I/O pins on the die edge:
Drawn at 6 px/µm. Pins as bars across the die edge, other pins in gray.
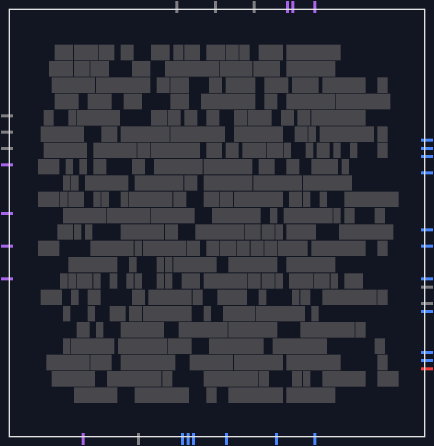
Metal layers overlaid:
Drawn at 4 px/µm. Two of the layers only.
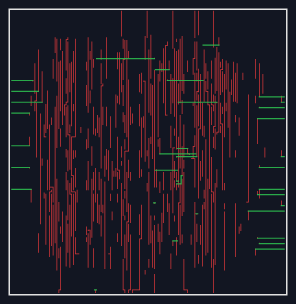
## config.mk

```make
export PLATFORM = sky130hd
export DESIGN_NAME = array_multiplier_8x8
export DESIGN_NICKNAME = d
export VERILOG_FILES = /design/src/rtl/arith_pkg.sv /design/src/rtl/mul_fa_cell.sv /design/src/rtl/array_multiplier_8x8.sv
export SDC_FILE = /design/constraint.sdc
export NUM_CORES = 1
export LEC_CHECK = 0
export ABC_AREA = 0
export CORE_AREA = 4 4 65 67
export CTS_BUF_LIST = sky130_fd_sc_hd__clkbuf_4 sky130_fd_sc_hd__clkbuf_8 sky130_fd_sc_hd__clkbuf_16
export CTS_CLUSTER_SIZE = 12
export DETAILED_ROUTE_END_ITERATION = 10
export DIE_AREA = 0 0 69 71
export PLACE_DENSITY_LB_ADDON = 0.2
export SYNTH_ARGS = -nofsm -noshare
export SYNTH_HDL_FRONTEND = slang
export SYNTH_SLANG_ARGS = --single-unit
export TNS_END_PERCENT = 30
```

## constraint.sdc

```tcl
create_clock -name clk -period 0.8 [get_ports clk]
set_input_delay 0.16 -clock clk [delete_from_list [all_inputs] [get_ports clk]]
set_output_delay 0.16 -clock clk [all_outputs]
set_load 0.01 [all_outputs]
```

## src/rtl/arith_pkg.sv

```systemverilog
// Shared arithmetic sizing for the datapath multiplier.
package arith_pkg;
    localparam int MUL_WIDTH  = 8;
    localparam int PROD_WIDTH = 2 * MUL_WIDTH;
endpackage

```

## src/rtl/mul_fa_cell.sv

```systemverilog
// One array-multiplier cell: partial-product AND followed by a full adder.
module mul_fa_cell (
    input  logic a_bit,
    input  logic b_bit,
    input  logic sum_in,
    input  logic cin,
    output logic sum_out,
    output logic cout
);
    logic pp;

    assign pp      = a_bit & b_bit;
    assign sum_out = pp ^ sum_in ^ cin;
    assign cout    = (pp & sum_in) | (cin & (pp ^ sum_in));
endmodule

```

## src/rtl/array_multiplier_8x8.sv

```systemverilog
// Unsigned carry-save array multiplier with a ripple final row and one output register.
module array_multiplier_8x8
    import arith_pkg::*;
#(
    parameter int WIDTH = MUL_WIDTH
) (
    input  logic               clk,
    input  logic               rst_n,
    input  logic [WIDTH-1:0]   a,
    input  logic [WIDTH-1:0]   b,
    output logic [2*WIDTH-1:0] product
);
    // Row i, cell j carries weight i+j; carries carry weight i+j+1.
    logic [WIDTH-1:0][WIDTH-1:0] s_row;
    logic [WIDTH-1:0][WIDTH-1:0] c_row;
    logic [WIDTH-1:0]            hi_sum;
    logic [2*WIDTH-1:0]          prod_d;

    assign s_row[0] = a & {WIDTH{b[0]}};
    assign c_row[0] = '0;

    for (genvar i = 1; i < WIDTH; i++) begin : g_row
        for (genvar j = 0; j < WIDTH; j++) begin : g_col
            logic sum_in;
            if (j == WIDTH - 1) begin : g_top
                assign sum_in = 1'b0;
            end else begin : g_mid
                assign sum_in = s_row[i-1][j+1];
            end
            mul_fa_cell u_cell (
                .a_bit  (a[j]),
                .b_bit  (b[i]),
                .sum_in (sum_in),
                .cin    (c_row[i-1][j]),
                .sum_out(s_row[i][j]),
                .cout   (c_row[i][j])
            );
        end
    end

    // Leftover sum bits of the last row line up with its carries at weight WIDTH.
    assign hi_sum = {1'b0, s_row[WIDTH-1][WIDTH-1:1]};

    always_comb begin
        logic carry;
        prod_d = '0;
        carry  = 1'b0;
        for (int i = 0; i < WIDTH; i++) begin
            prod_d[i] = s_row[i][0];
        end
        for (int k = 0; k < WIDTH; k++) begin
            prod_d[WIDTH+k] = hi_sum[k] ^ c_row[WIDTH-1][k] ^ carry;
            carry = (hi_sum[k] & c_row[WIDTH-1][k]) | (carry & (hi_sum[k] ^ c_row[WIDTH-1][k]));
        end
    end

    always_ff @(posedge clk or negedge rst_n) begin
        if (!rst_n) begin
            product <= '0;
        end else begin
            product <= prod_d;
        end
    end
endmodule

```

==> ci_impl_report.md <==
## PnR job results

| Metric | Value |
|---|---|
| GR Overflow Total | 0 |
| Total power divided by cell area | 2064 nW/µm² |
| Final antenna-violating net count | 0 |
| Chip Area, Yosys | 1903 µm² |
| Top area contributor share | 50.49% |
| Area fraction in xor and xnor cells | 0% |
| Floorplan row count | 22 |
| Resized cells post-CTS | 123 |
| Wire length of the first global-routing pass | 7396 µm |
| Max VDD drop | 0.001204 V |
| Seq/Total Area, Yosys | 21.04% |
| Setup ws final | -4.850 ns |
| TritonCTS clock tree | yes |
| Pleak | 0.001208 µW |
| Instance count on the critical path | 16 |
| Critical Path End Type | flop |
| Final critical path time including I/O delays and setup | 5.650 ns |
| Setup_tns | -43.61 ns |
| Sequential cell area | 400.4 µm² |
| Met2 usage | 38.56% |
| Count of endpoints failing hold in the final timing report | 0 |
| Vias in the first global route | 1,593 |
| Count of inserted tapcells | between 40 and 50 |
| Logic share of the area | 59.44% |
| Area added between synthesis and finish | 37.61% |
| Met2 wire length | around 2500 µm |
| Leading cell type by number of instances after synthesis | fa_1 |
| Worst slew pin tran | 0.1983 ns |
| Pin count of the biggest net entering global routing | 17 |
| Adder-Cell Fraction of Synth Area | between 50% and 60% |
| Cell family with most CP delay | adder cells |
| Final net count | 296 |
| Metal3 WL | 174 µm |
| Unrepaired setup endpoints after global routing | true |
| Final setup violation count | 30 |
| Max FO, Critical Path | 3 |
| Number of buffers on the longest clock path | 2 |
| Met1 global-route usage | 20.11% |
| Cell type contributing the most total cell area after synthesis | fa_1 |
| Crit path to | product[14] |
| Via count | ~1,300 |
| Mapped Nets | 235 |
| Number of warning messages in the logs | 29 |
| Top layer reached by signal wires | met4 |
| Total cells reported by yosys after synthesis | 161 |
| Avg Synthesized Cell Area | 11.82 µm² |
| Top flip-flop cell by instance count after synthesis | dfrtp_1 |
| Routability-driven placement congestion ratio | 0.7667 |
| Met1 layer wirelength in the final routing | 1364 µm |
| CP dominant cell by count | fa_2 |
| Crit path largest cell delay | 0.54 ns |
| Max capacitance violation total | 0 |
| Overall routing resource usage | 19.59% |
| Count of different cell masters after synthesis | 6 |
| Count of hold-fix buffers inserted at cts | 0 |
| Number of non-filler instances in the completed layout | 269 |
| N_diodes | 0 |
| Filler instances | 292 |
| Largest class | combinational gates |
| Root buffer selected by CTS | clkbuf_8 |
| Status | finished with violations |
| Number of sinks handled by clock tree synthesis | 16 |
| Comb_multi_in | 120 |
| Fin area | 2619 µm² |
| Most numerous logic cells after layout | 35 x and2_1, 25 x fa_2, 23 x fa_1 |
| Slew headroom | 86.74% |
| Most instantiated cells after synthesis | 48 x fa_1, 43 x and2_1, 25 x inv_1 |
| Final period utilization | 706.2% |
| Top area cells in the synthesized netlist | fa_1 50%, dfrtp_1 21%, and2_1 14% |
| Instance tally after logic synthesis | 161 |
| Fraction of the core area covered by cells at the end of the flow | 72.07% |
| Final-layout worst hold slack | 0.2384 ns |
| # placed instances | 262 |
| Fp util | 52.38% |
| Final tally of max-slew violations | 0 |
| Slowest library cell on the worst path | fa_2 |
| Placed Instance Area | 2499 µm² |
| # clk buffers | 4 |
| Share of the final layout cell area in sequential cells | 15.29% |
| Required time worst endpoint | a little over 0.9 ns |
| Via count normalized by instance count | between 4 and 5 |
| H-Tree Depth | 1 |
| Flip-flop count of the largest register, all copies and words added | 16 |
| GRT busiest layer | met2 |
| Area enclosed by the die boundary | roughly 5000 µm² |
| Share of synthesized cell area in and, or, nand and nor gates | a little under a fifth |
| Number of buffer and inverter instances along the worst setup path | 1 |
| Pre-Repair DR Iteration Count | 4 |
| Violations in the final reports | setup timing |
| Critical path cell sequence | buf_6 > and2_4 > ha_4 > fa_2 > fa_2 > fa_2 > fa_2 > fa_1 > fa_1 > ha_2 > fa_2 > fa_2 > fa_2 > fa_2 > fa_2 > fa_1 |
Notes on 'I/O pins on the die edge' above:
legend:
  rst_n:
    color: red
    pins: 1
    direction: input
    edge: east
  b:
    color: purple
    pins: 8
    direction: input
    edge: 4 west, 3 north, 1 south
  product:
    color: blue
    pins: 16
    direction: output
    edge: 10 east, 6 south
all pins by edge: 13 east, 8 south, 7 west, 6 north

Notes on 'metal layers overlaid' above:
legend:
  M3:
    color: green
    wire_length: 175 µm
  M2:
    color: red
    wire_length: 2,450 µm

## power by group
group | total (µW) | leakage, µW | switching (µW) | internal (µW)
Combinational | 3420 | 0.000988 | 1730 | 1690
Sequential | 1260 | 0.000192 | 75.3 | 1180
Clock | 723 | 0.0000288 | 285 | 438
Total | 5400 | 0.00121 | 2090 | 3310
## through the flow
| stage | total power [µW] | worst slack (ns) |
|---|---|---|
| 4_1_cts | 5463 | -5.146 |
| 3_5_place_dp | 4941 | -5.633 |
| 5_1_grt | 6063 | -4.967 |
| 2_1_floorplan | 3398 | -4.936 |
| 6_report | 5404 | -4.850 |
| 3_3_place_gp | 4694 | -5.514 |
## logic make-up after synthesis
group,Yosys count
flops,16
buf+inv,25
simple gates,64
fa+ha+maj,56
Power figures rest on the tool's default switching activity, not on a simulated workload.
